**src/rtl/mc_maindec_if.sv**
```systemverilog
// Control bus between the multicycle main decoder and the datapath/aludec.
// Optional bne branch-sense line exists only when MC_MAINDEC_BNE_EN is defined.
interface mc_maindec_if #(
    parameter int unsigned OP_W = 6
);
    logic [OP_W-1:0] op;
    logic            memtoreg;
    logic            regdst;
    logic            iord;
    logic [1:0]      pcsrc;
    logic [1:0]      alusrcb;
    logic            alusrca;
    logic            irwrite;
    logic            memwrite;
    logic            pcwrite;
    logic            branch;
    logic            regwrite;
    logic            link;
    logic [1:0]      alushiftop;
    logic            illegal;
    logic [3:0]      state;
`ifdef MC_MAINDEC_BNE_EN
    logic            bne;
`endif

    // Decoder side: consumes the opcode, drives the control lines.
    modport master (
`ifdef MC_MAINDEC_BNE_EN
        output bne,
`endif
        input  op,
        output memtoreg, regdst, iord, pcsrc, alusrcb, alusrca, irwrite, memwrite,
        output pcwrite, branch, regwrite, link, alushiftop, illegal, state
    );

    // Datapath side: supplies the opcode, observes the control lines.
    modport slave (
`ifdef MC_MAINDEC_BNE_EN
        input  bne,
`endif
        output op,
        input  memtoreg, regdst, iord, pcsrc, alusrcb, alusrca, irwrite, memwrite,
        input  pcwrite, branch, regwrite, link, alushiftop, illegal, state
    );
endinterface

```
**src/rtl/mc_maindec.sv**
```systemverilog
// Multicycle MIPS main decoder: Moore FSM with memory states stretched over
// MEM_LAT cycles and a trap state for unsupported opcodes.
// Optional feature macro: MC_MAINDEC_BNE_EN (adds bne dispatch and bus.bne).
module mc_maindec #(
    parameter int unsigned MEM_LAT = 1,
    parameter int unsigned OP_W    = 6
) (
    input logic         clk,
    input logic         reset,
    mc_maindec_if.master bus
);
    typedef enum logic [3:0] {
        s_fetch   = 4'd0,
        s_decode  = 4'd1,
        s_memadr  = 4'd2,
        s_memrd   = 4'd3,
        s_memwb   = 4'd4,
        s_memwr   = 4'd5,
        s_rtypeex = 4'd6,
        s_rtypewb = 4'd7,
        s_beqex   = 4'd8,
        s_addiex  = 4'd9,
        s_addiwb  = 4'd10,
        s_jex     = 4'd11,
        s_jalex   = 4'd12,
        s_bneex   = 4'd13,
        s_trap    = 4'd14
    } state_t;

    localparam logic [OP_W-1:0] OP_LW   = OP_W'(6'b100011);
    localparam logic [OP_W-1:0] OP_SW   = OP_W'(6'b101011);
    localparam logic [OP_W-1:0] OP_RTYP = OP_W'(6'b000000);
    localparam logic [OP_W-1:0] OP_BEQ  = OP_W'(6'b000100);
    localparam logic [OP_W-1:0] OP_ADDI = OP_W'(6'b001000);
    localparam logic [OP_W-1:0] OP_J    = OP_W'(6'b000010);
    localparam logic [OP_W-1:0] OP_JAL  = OP_W'(6'b000011);
`ifdef MC_MAINDEC_BNE_EN
    localparam logic [OP_W-1:0] OP_BNE  = OP_W'(6'b000101);
`endif
    localparam logic [3:0] CNT_LAST = 4'(MEM_LAT - 1);

    state_t     state_q, state_d;
    logic [3:0] cnt_q, cnt_d;
    logic       last;

    assign last = (cnt_q == CNT_LAST);

    // State and wait-counter registers.
    always_ff @(posedge clk or posedge reset) begin
        if (reset) begin
            state_q <= s_fetch;
            cnt_q   <= 4'd0;
        end else begin
            state_q <= state_d;
            cnt_q   <= cnt_d;
        end
    end

    // Next state; memory states hold until the wait counter reaches its last value.
    always_comb begin
        state_d = s_fetch;
        cnt_d   = 4'd0;
        case (state_q)
            s_fetch: begin
                if (last) state_d = s_decode;
                else begin
                    state_d = s_fetch;
                    cnt_d   = cnt_q + 4'd1;
                end
            end
            s_decode: begin
                if (bus.op == OP_LW || bus.op == OP_SW) state_d = s_memadr;
                else if (bus.op == OP_RTYP)             state_d = s_rtypeex;
                else if (bus.op == OP_BEQ)              state_d = s_beqex;
                else if (bus.op == OP_ADDI)             state_d = s_addiex;
                else if (bus.op == OP_J)                state_d = s_jex;
                else if (bus.op == OP_JAL)              state_d = s_jalex;
`ifdef MC_MAINDEC_BNE_EN
                else if (bus.op == OP_BNE)              state_d = s_bneex;
`endif
                else                                    state_d = s_trap;
            end
            s_memadr:  state_d = (bus.op == OP_LW) ? s_memrd : s_memwr;
            s_memrd: begin
                if (last) state_d = s_memwb;
                else begin
                    state_d = s_memrd;
                    cnt_d   = cnt_q + 4'd1;
                end
            end
            s_memwr: begin
                if (last) state_d = s_fetch;
                else begin
                    state_d = s_memwr;
                    cnt_d   = cnt_q + 4'd1;
                end
            end
            s_rtypeex: state_d = s_rtypewb;
            s_addiex:  state_d = s_addiwb;
            default:   state_d = s_fetch;
        endcase
    end

    // Moore output decode; unlisted outputs stay 0, unreachable codes drive all 0.
    always_comb begin
        bus.memtoreg   = 1'b0;
        bus.regdst     = 1'b0;
        bus.iord       = 1'b0;
        bus.pcsrc      = 2'b00;
        bus.alusrcb    = 2'b00;
        bus.alusrca    = 1'b0;
        bus.irwrite    = 1'b0;
        bus.memwrite   = 1'b0;
        bus.pcwrite    = 1'b0;
        bus.branch     = 1'b0;
        bus.regwrite   = 1'b0;
        bus.link       = 1'b0;
        bus.alushiftop = 2'b00;
        bus.illegal    = 1'b0;
`ifdef MC_MAINDEC_BNE_EN
        bus.bne        = 1'b0;
`endif
        case (state_q)
            s_fetch: begin
                bus.alusrcb = 2'b01;
                bus.irwrite = last;
                bus.pcwrite = last;
            end
            s_decode:  bus.alusrcb = 2'b11;
            s_memadr: begin
                bus.alusrca = 1'b1;
                bus.alusrcb = 2'b10;
            end
            s_memrd:   bus.iord = 1'b1;
            s_memwb: begin
                bus.memtoreg = 1'b1;
                bus.regwrite = 1'b1;
            end
            s_memwr: begin
                bus.iord     = 1'b1;
                bus.memwrite = last;
            end
            s_rtypeex: begin
                bus.alusrca    = 1'b1;
                bus.alushiftop = 2'b10;
            end
            s_rtypewb: begin
                bus.regdst   = 1'b1;
                bus.regwrite = 1'b1;
            end
            s_beqex: begin
                bus.alusrca    = 1'b1;
                bus.alushiftop = 2'b01;
                bus.pcsrc      = 2'b01;
                bus.branch     = 1'b1;
            end
            s_addiex: begin
                bus.alusrca = 1'b1;
                bus.alusrcb = 2'b10;
            end
            s_addiwb:  bus.regwrite = 1'b1;
            s_jex: begin
                bus.pcsrc   = 2'b10;
                bus.pcwrite = 1'b1;
            end
            s_jalex: begin
                bus.pcsrc    = 2'b10;
                bus.pcwrite  = 1'b1;
                bus.regwrite = 1'b1;
                bus.link     = 1'b1;
            end
`ifdef MC_MAINDEC_BNE_EN
            s_bneex: begin
                bus.alusrca    = 1'b1;
                bus.alushiftop = 2'b01;
                bus.pcsrc      = 2'b01;
                bus.branch     = 1'b1;
                bus.bne        = 1'b1;
            end
`endif
            s_trap:    bus.illegal = 1'b1;
            default: ;
        endcase
    end

    assign bus.state = state_q;
endmodule

```
**src/flat_wrapper.sv**
```systemverilog
// flat-port wrapper written by rule: the top's interface ports become plain ports
module mc_maindec_flat 
#(
    parameter int unsigned MEM_LAT = 1,
    parameter int unsigned OP_W    = 6
)
  (clk, reset, bus_op, bus_memtoreg, bus_regdst, bus_iord, bus_pcsrc, bus_alusrcb, bus_alusrca, bus_irwrite, bus_memwrite, bus_pcwrite, bus_branch, bus_regwrite, bus_link, bus_alushiftop, bus_illegal, bus_state);
  mc_maindec_if #(.OP_W(OP_W)) bus_i ();
  input logic clk;
  input logic reset;
  input wire logic [$bits(bus_i.op)-1:0] bus_op;
  output wire logic [$bits(bus_i.memtoreg)-1:0] bus_memtoreg;
  output wire logic [$bits(bus_i.regdst)-1:0] bus_regdst;
  output wire logic [$bits(bus_i.iord)-1:0] bus_iord;
  output wire logic [$bits(bus_i.pcsrc)-1:0] bus_pcsrc;
  output wire logic [$bits(bus_i.alusrcb)-1:0] bus_alusrcb;
  output wire logic [$bits(bus_i.alusrca)-1:0] bus_alusrca;
  output wire logic [$bits(bus_i.irwrite)-1:0] bus_irwrite;
  output wire logic [$bits(bus_i.memwrite)-1:0] bus_memwrite;
  output wire logic [$bits(bus_i.pcwrite)-1:0] bus_pcwrite;
  output wire logic [$bits(bus_i.branch)-1:0] bus_branch;
  output wire logic [$bits(bus_i.regwrite)-1:0] bus_regwrite;
  output wire logic [$bits(bus_i.link)-1:0] bus_link;
  output wire logic [$bits(bus_i.alushiftop)-1:0] bus_alushiftop;
  output wire logic [$bits(bus_i.illegal)-1:0] bus_illegal;
  output wire logic [$bits(bus_i.state)-1:0] bus_state;
  assign bus_i.op = bus_op;
  assign bus_memtoreg = bus_i.memtoreg;
  assign bus_regdst = bus_i.regdst;
  assign bus_iord = bus_i.iord;
  assign bus_pcsrc = bus_i.pcsrc;
  assign bus_alusrcb = bus_i.alusrcb;
  assign bus_alusrca = bus_i.alusrca;
  assign bus_irwrite = bus_i.irwrite;
  assign bus_memwrite = bus_i.memwrite;
  assign bus_pcwrite = bus_i.pcwrite;
  assign bus_branch = bus_i.branch;
  assign bus_regwrite = bus_i.regwrite;
  assign bus_link = bus_i.link;
  assign bus_alushiftop = bus_i.alushiftop;
  assign bus_illegal = bus_i.illegal;
  assign bus_state = bus_i.state;
  mc_maindec #(.MEM_LAT(MEM_LAT), .OP_W(OP_W)) u_core (.clk(clk), .reset(reset), .bus(bus_i));
endmodule
```
**config.mk**
```make
export PLATFORM = sky130hd
export DESIGN_NAME = mc_maindec_flat
export DESIGN_NICKNAME = d
export VERILOG_FILES = /design/src/rtl/mc_maindec_if.sv /design/src/rtl/mc_maindec.sv /design/src/flat_wrapper.sv
export SDC_FILE = /design/constraint.sdc
export NUM_CORES = 1
export LEC_CHECK = 0
export ABC_AREA = 1
export CAP_MARGIN = 20
export CORE_ASPECT_RATIO = 1.4
export CORE_UTILIZATION = 30
export CTS_CLUSTER_DIAMETER = 30
export DETAILED_ROUTE_END_ITERATION = 16
export SLEW_MARGIN = 10
export SYNTH_ARGS = -nofsm -noshare
export SYNTH_HDL_FRONTEND = slang
export SYNTH_SLANG_ARGS = --single-unit
export TNS_END_PERCENT = 30
```
**constraint.sdc**
```tcl
create_clock -name clk -period 1.6 [get_ports clk]
set_input_delay 0.32 -clock clk [delete_from_list [all_inputs] [get_ports clk]]
set_output_delay 0.32 -clock clk [all_outputs]
set_load 0.01 [all_outputs]
```
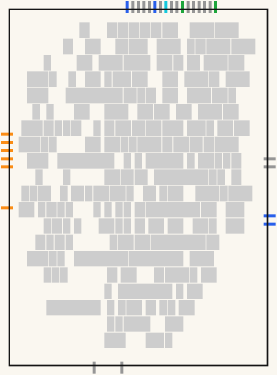
(I/O pins on the die edge)
(6 px per µm) Pins as bars across the die edge, other pins in grey.
Key: bus_pcsrc = green [pins 2, direction output, edge top]; bus_state = blue [pins 4, direction output, edge 2 right, 2 top]; bus_op = orange [pins 6, direction input, edge left]; bus_regwrite = cyan [pins 1, direction output, edge top]
All pins by edge: 17 top, 6 left, 4 right, 2 bottom.
Port Buffers: 28
Die H: 59.13 µm

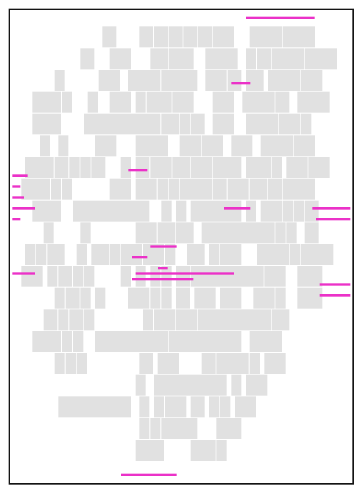
(metal 3)
(8 px per µm) Cells faint in the background.
The wires run mostly horizontal. The layer carries 71.6 µm of wire.

==> results_slide.txt <==
Flow Results at a Glance

CTS
  • Clk latency late pin: 250 ps
  • CTS tree: done
  • Clk slew on worst S/H paths: 60 ps
  • Cts bufs inserted: 3

Pwr
  • Peak VDD IR: 673.4 µV

Placed design
  • Post-DP HPWL: 1821 µm
  • Placed Area: 0.001217 mm²

Layout
  • Core Util, Final: 63.68%
  • Finished Cell Area: 0.001386 mm²
  • Number of inserted diodes: 0

Synth
  • Ys async rst share: 100.0%
  • Synthesized Nets: 128
  • Top cells by area: dfrtp_1 (29%), nor2_1 (14%), nand2_1 (14%)
  • Distinct cells, synth: 20
  • Most frequent cells after synthesis: nor2_1 (27), nand2_1 (26), inv_1 (20)
  • Yosys Chip Area: 699.4 µm²
  • Count leader, synth: nor2_1
  • Post-Syn Instances: 118
  • Post-synth EDFFs: 0
  • Synth area leader: dfrtp_1

Global routing
  • Tot GR Track Use: a little over a fifth
  • Vias in the first global route: roughly 960

Detailed routing
  • Final wirelength: 2617 µm
  • DR DRC count: 0
  • Via/cell ratio: 4.708
  • Drt first pass iters: 5

Final timing
  • Final worst setup slack: -134.1 ps
  • Worst slew margin: 78.54%
  • Hold Fails Final Rpt: 0
  • Endpoints failing setup: 11
  • Actual slew at the worst max-slew pin: approximately 320 ps
  • Setup tns final: -806.8 ps
  • Min cycle time layout: 1734 ps

Status
  • Violated checks: setup timing
  • Run status: complete, but fails checks

Worst setup path
  • CP max-delay cell: dfrtp_2
  • Worst Path Max Fanout: 6
  • Setup CP Type: reg -> out

Worst hold path
  • Hold Path Class: in -> async

Die
  • Core Area: 0.002177 mm²

Run
  • Max-cap viol count: 0
## placed cells by master, fill, tap and decap left out, types with 2 or more instances in the layout
master,instances
o21ai_0,2
nor3_1,3
dfrtp_1,6
clkbuf_4,3
inv_1,18
buf_4,36
a21oi_1,2
o21ai_2,2
inv_2,3
dfrtp_2,2
nor2_4,5
nand2_2,4
clkdlybuf4s50_1,7
buf_6,10
dlygate4sd2_1,3
buf_2,9
nand2_4,3
clkbuf_2,2
nor2_1,22
nor2_2,4
nand2_1,21
nand3_1,8
## final cells by class
| type | count | area (µm²) |
|---|---|---|
| Clock buffer | 3 | 22.52 |
| Fill cell | 201 | 790.8 |
| Inverter | 21 | 78.83 |
| Multi-Input combinational cell | 87 | 508.0 |
| Sequential cell | 8 | 202.7 |
| Tap cell | 22 | 27.53 |
| Timing Repair Buffer | 68 | 546.8 |
## kinds of logic after synthesis
family / synth area share, %
AOI/OAI and AO/OA: 5.903
xor gates and xnor gates: 2.505
adders and majority gates: 3.577
buffers and inverters: 13.42
DFF: 28.62
and+or+nand+nor: 45.98
## report_power, final
part           leakage (µW)  internal (µW)  switching [µW]
clock network     0.0000138           86.0            70.7
registers          0.000104            249            58.6
logic              0.000658            859             842
total              0.000776           1190             971
## worst max-delay path, delay by kind of cell, from the launching register on
kind,cells,cell delay [ps]
flip-flops,1,460
buffers and inverters,2,260
AND/OR/NAND/NOR,4,450
## path summary, 6_finish.rpt
kind | from | endpoint | slack, ps | depth (start not counted)
min in group clk | u_core.cnt_q[0] | u_core.cnt_q[0] | 540 | 2
max in group asynchronous | reset | u_core.bus.state[3] | 1020 | 2
min reg2reg | u_core.cnt_q[0] | u_core.cnt_q[0] | 540 | 2
min | reset | u_core.bus.state[1] | 320 | 2
max | u_core.bus.state[3] | bus_pcwrite | -130 | 6
max reg2reg | u_core.bus.state[3] | u_core.cnt_q[0] | 50 | 9
## layer usage
layer / GRT usage, % / part of all wire [%] / wire length, µm
met3: 2.134 / 2.7 / 71
met5: 0 / 0 / 0
met2: 39.83 / 58 / 1516
met4: 9.821 / 2.1 / 55
met1: 24.81 / 37 / 973
## sequential cells by signal (all words and copies together), names as in the netlist
signal / flops
u_core.bus.state: 4
u_core.cnt_q: 4
## stage by stage
stage | setup slack, ps | instances
3_3_place_gp | -234.5 | 196
3_5_place_dp | -267.6 | 196
4_1_cts | -96.83 | 205
2_1_floorplan | 96.92 | 118
5_1_grt | -210.7 | 209
6_report | -134.1 | 209
## timing repair
item,CTS,global route
hold buffers,0,0
buffers inserted,6,4
gates resized,92,17
pin swaps,9,5
setup endpoints to repair,19,16
Power is estimated from default activity; no workload was simulated.
